[config.mk]
export PLATFORM = sky130hd
export DESIGN_NAME = serial_word_loader
export DESIGN_NICKNAME = d
export VERILOG_FILES = /design/src/rtl/serial_word_loader.sv
export SDC_FILE = /design/constraint.sdc
export NUM_CORES = 1
export LEC_CHECK = 0
export CORE_ASPECT_RATIO = 1.4
export CORE_MARGIN = 2
export CORE_UTILIZATION = 50
export DETAILED_ROUTE_END_ITERATION = 12
export DONT_BUFFER_PORTS = 1
export GPL_ROUTABILITY_DRIVEN = 1
export HOLD_SLACK_MARGIN = 0.12
export PLACE_DENSITY = 0.74
export SYNTH_ARGS = -nofsm -noshare
export SYNTH_HDL_FRONTEND = slang
export SYNTH_SLANG_ARGS = --single-unit
export TNS_END_PERCENT = 30
[constraint.sdc]
create_clock -name clk -period 4.3 [get_ports clk]
set_input_delay 0.645 -clock clk [delete_from_list [all_inputs] [get_ports clk]]
set_output_delay 0.645 -clock clk [all_outputs]
set_load 0.02 [all_outputs]
[src/rtl/serial_word_loader.sv]
// serial_word_loader
// Collects a bit-serial frame, MSB first, into an N-bit word. When PARITY_EN
// is set, one even-parity bit follows the data. A good frame is handed to the
// downstream load/clear register with a one-cycle reg_load strobe. An abort
// asks that register to zero itself with a one-cycle reg_clear strobe.
// Every output comes straight from a flop.

module serial_word_loader #(
    parameter int N         = 8,
    parameter bit PARITY_EN = 1'b1
) (
    input  logic         clk,
    input  logic         reset,
    input  logic         start,
    input  logic         bit_valid,
    input  logic         bit_in,
    input  logic         abort,
    output logic [N-1:0] reg_data,
    output logic         reg_load,
    output logic         reg_clear,
    output logic         busy,
    output logic         frame_err
);

    // The counter has to be able to hold N.
    localparam int CW = $clog2(N + 1);

    localparam logic [1:0] ST_IDLE   = 2'd0;
    localparam logic [1:0] ST_SHIFT  = 2'd1;
    localparam logic [1:0] ST_PARITY = 2'd2;
    localparam logic [1:0] ST_LOAD   = 2'd3;

    localparam logic [CW-1:0] CNT_ZERO = {CW{1'b0}};
    localparam logic [CW-1:0] CNT_ONE  = {{(CW-1){1'b0}}, 1'b1};
    localparam logic [CW-1:0] CNT_LAST = CW'(N - 1);
    localparam logic [N-1:0]  WORD_ZERO = {N{1'b0}};

    // Even-parity check over a word plus its parity bit. A result of 1 means
    // the parity is bad.
    function automatic logic parity_bad(input logic [N-1:0] word, input logic pbit);
        return (^word) ^ pbit;
    endfunction

    logic [1:0]    state_r;
    logic [N-1:0]  sh_r;
    logic [CW-1:0] cnt_r;
    logic [N-1:0]  data_r;
    logic          load_r;
    logic          clear_r;
    logic          busy_r;
    logic          err_r;

    logic [1:0]    state_nx_s;
    logic [N-1:0]  sh_nx_s;
    logic [CW-1:0] cnt_nx_s;
    logic [N-1:0]  data_nx_s;
    logic          load_nx_s;
    logic          clear_nx_s;
    logic          err_nx_s;
    logic [N-1:0]  shifted_s;

    assign shifted_s = {sh_r[N-2:0], bit_in};

    // Next-state logic. Abort overrides all other inputs. The strobes are
    // decided here so that they appear in the cycle after the deciding edge.
    always_comb begin
        state_nx_s = state_r;
        sh_nx_s    = sh_r;
        cnt_nx_s   = cnt_r;
        data_nx_s  = data_r;
        load_nx_s  = 1'b0;
        clear_nx_s = 1'b0;
        err_nx_s   = err_r;

        if (abort) begin
            // The frame is dropped. reg_data and frame_err keep their values.
            state_nx_s = ST_IDLE;
            clear_nx_s = 1'b1;
        end else begin
            case (state_r)
                ST_IDLE: begin
                    if (start) begin
                        state_nx_s = ST_SHIFT;
                        sh_nx_s    = WORD_ZERO;
                        cnt_nx_s   = CNT_ZERO;
                        err_nx_s   = 1'b0;
                    end else begin
                        state_nx_s = ST_IDLE;
                    end
                end
                ST_SHIFT: begin
                    if (bit_valid) begin
                        sh_nx_s  = shifted_s;
                        cnt_nx_s = cnt_r + CNT_ONE;
                        if (cnt_r == CNT_LAST) begin
                            if (PARITY_EN) begin
                                state_nx_s = ST_PARITY;
                            end else begin
                                // With no parity bit, the word that is just
                                // complete goes straight to the output.
                                state_nx_s = ST_LOAD;
                                data_nx_s  = shifted_s;
                                load_nx_s  = 1'b1;
                            end
                        end else begin
                            state_nx_s = ST_SHIFT;
                        end
                    end else begin
                        // Stall. There is no timeout.
                        state_nx_s = ST_SHIFT;
                    end
                end
                ST_PARITY: begin
                    if (bit_valid) begin
                        if (parity_bad(sh_r, bit_in)) begin
                            state_nx_s = ST_IDLE;
                            err_nx_s   = 1'b1;
                        end else begin
                            state_nx_s = ST_LOAD;
                            data_nx_s  = sh_r;
                            load_nx_s  = 1'b1;
                        end
                    end else begin
                        state_nx_s = ST_PARITY;
                    end
                end
                ST_LOAD: begin
                    // reg_load is high for this one cycle.
                    state_nx_s = ST_IDLE;
                end
                default: begin
                    state_nx_s = ST_IDLE;
                end
            endcase
        end
    end

    // State and output registers, with a synchronous reset. A reset in the
    // middle of a frame gives no strobe.
    always_ff @(posedge clk) begin
        if (reset) begin
            state_r <= ST_IDLE;
            sh_r    <= WORD_ZERO;
            cnt_r   <= CNT_ZERO;
            data_r  <= WORD_ZERO;
            load_r  <= 1'b0;
            clear_r <= 1'b0;
            busy_r  <= 1'b0;
            err_r   <= 1'b0;
        end else begin
            state_r <= state_nx_s;
            sh_r    <= sh_nx_s;
            cnt_r   <= cnt_nx_s;
            data_r  <= data_nx_s;
            load_r  <= load_nx_s;
            clear_r <= clear_nx_s;
            busy_r  <= (state_nx_s != ST_IDLE);
            err_r   <= err_nx_s;
        end
    end

    assign reg_data  = data_r;
    assign reg_load  = load_r;
    assign reg_clear = clear_r;
    assign busy      = busy_r;
    assign frame_err = err_r;

endmodule

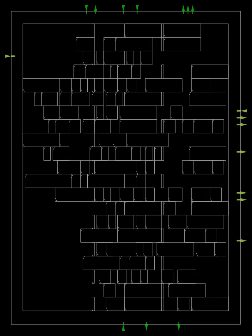
(cell outlines without signal wires)
post-layout util: 0.530
Core ar.: 0.00234 mm^2

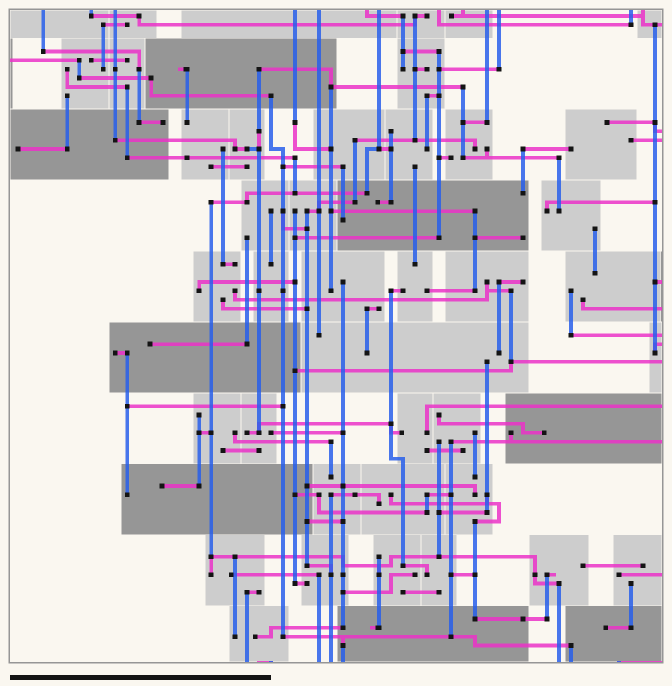
(layout detail)
The bar under the picture is 10 um long. Region (10, 6) to (35, 31) um. Cells in gray, sequential cells in the stronger gray; small squares are vias.
layer	color
M2	blue
M1	magenta
netlist names of flops here include	sh_r (6)
most frequent	dfxtp_1 (8)
sequential cells in the window	8
cells with their middle in the window	41

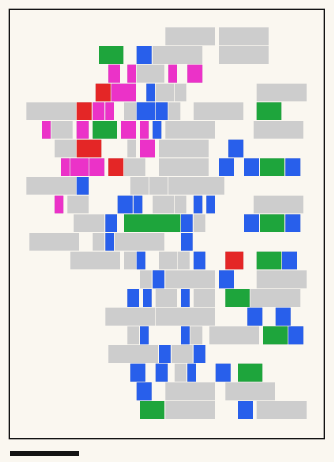
(logic cells by family)
The bar under the picture is 10 um long.
family	color	cells
and/or cells	red	5
nor cells	magenta	16
nand cells	blue	41
mux cells	green	11
Comb area share: 0.536
dominant logic cell type in the layout: dfxtp_1
Non-Filler Instances: 151

==> Slide: Implementation Results <==
Run Summary

Synthesis
  – EDFF count, synth: 0
  – XOR-XNOR Cells, Area Fraction: 0.0886
  – Synth top area cells: dfxtp_1 (43%), nand2b_1 (8.8%), mux2i_1 (8.2%)
  – Synth Seq Share: 0.428
  – Top-area cell share: 0.428
  – Yosys simple share: 0.275
  – Syn Inst Count: 132
  – Asr flop ratio synth: 0

Clock tree
  – Max H-tree Level: 1
  – Postcts setup bufs: 0
  – Clock Path Buffers: 2
  – Reg clk slew, reported paths: around 0.13 ns
  – CTS resizes: 0

Timing
  – Final worst clock skew: between 0.004 and 0.005 ns
  – RSZ-0062 raised after global routing: false
  – Tmin final: 1.78 ns
  – Max Clk Rate: 563 MHz
  – Setup violators final: 0
  – Fin crit share: 0.413

Worst setup path
  – Worst Setup End Kind: flop
  – Crit start category: flop

Routing
  – DR DRC count: 0
  – DRT iter0 DRCs: 16
  – Pre-antenna DRT Iters: 4
  – Via count: ~840

Power
  – Clock Power Share: 0.264

Floorplanning
  – Core Util at FP: 0.520
  – Full die area: ~0.0028 mm^2

Global routing
  – Overflow left after global routing: 0
  – Vias in the first global route: just under 800
  – Gr usage total: 0.154

Flow run
  – MaxCap Viol Count: 0

Final layout
  – Area Overhead vs Synth: 2.06%

Outcome
  – Run status: completed
-- layer usage --
layer | vias to the layer above | GRT usage | routed length, um
met3 | 4 | 0.0291 | 38
li1 | 437 | - | -
met5 | - | 0 | 0
met1 | 391 | 0.209 | 932
met4 | 0 | 0.0588 | 29
met2 | 12 | 0.236 | 941
-- flip-flops by register name, indices dropped and copies added, names as in the netlist --
| register | cells |
|---|---|
| reg_data | 8 |
| state_r | 2 |
| frame_err | 1 |
| busy | 1 |
| sh_r | 8 |
| cnt_r | 4 |
| reg_clear | 1 |
| reg_load | 1 |
-- per-stage QoR --
step | setup slack [ns] | instances | hold WS, ns | instance area [um^2]
floorplan | 2.47 | 132 | 0.446 | 1210
global placement | 2.34 | 148 | 0.458 | 1220
detailed placement | 2.28 | 148 | 0.466 | 1220
CTS | 2.50 | 151 | 0.381 | 1240
global route | 2.42 | 151 | 0.352 | 1240
finish | 2.52 | 151 | 0.390 | 1240
-- critical path, cell delays in order (launching register included) --
cell     delay (ns)
dfxtp_1        0.42
xor2_1         0.16
xnor3_2        0.48
mux2i_4        0.42
mux2i_1        0.23
-- worst max path at each step --
stage                        endpoint  slack [ns]     from  cells past startpoint
after floorplan           reg_data[0]        2.47   bit_in                      4
after global placement    reg_data[1]        2.34   bit_in                      4
after detailed placement  reg_data[7]        2.28   bit_in                      4
after CTS                 reg_data[5]        2.50  sh_r[5]                      4
after global routing      reg_data[7]        2.42  sh_r[5]                      4
final                     reg_data[7]        2.52  sh_r[5]                      4
-- final cells by class --
cell class / instances / area (um^2)
multi-input cells: 98 / 664
fillers: 214 / 1100
well taps: 23 / 28.8
clock buffers: 3 / 22.5
flip-flops and latches: 26 / 520
inverters: 1 / 3.75
No activity file was given, so power comes from the tool's default toggle rates.
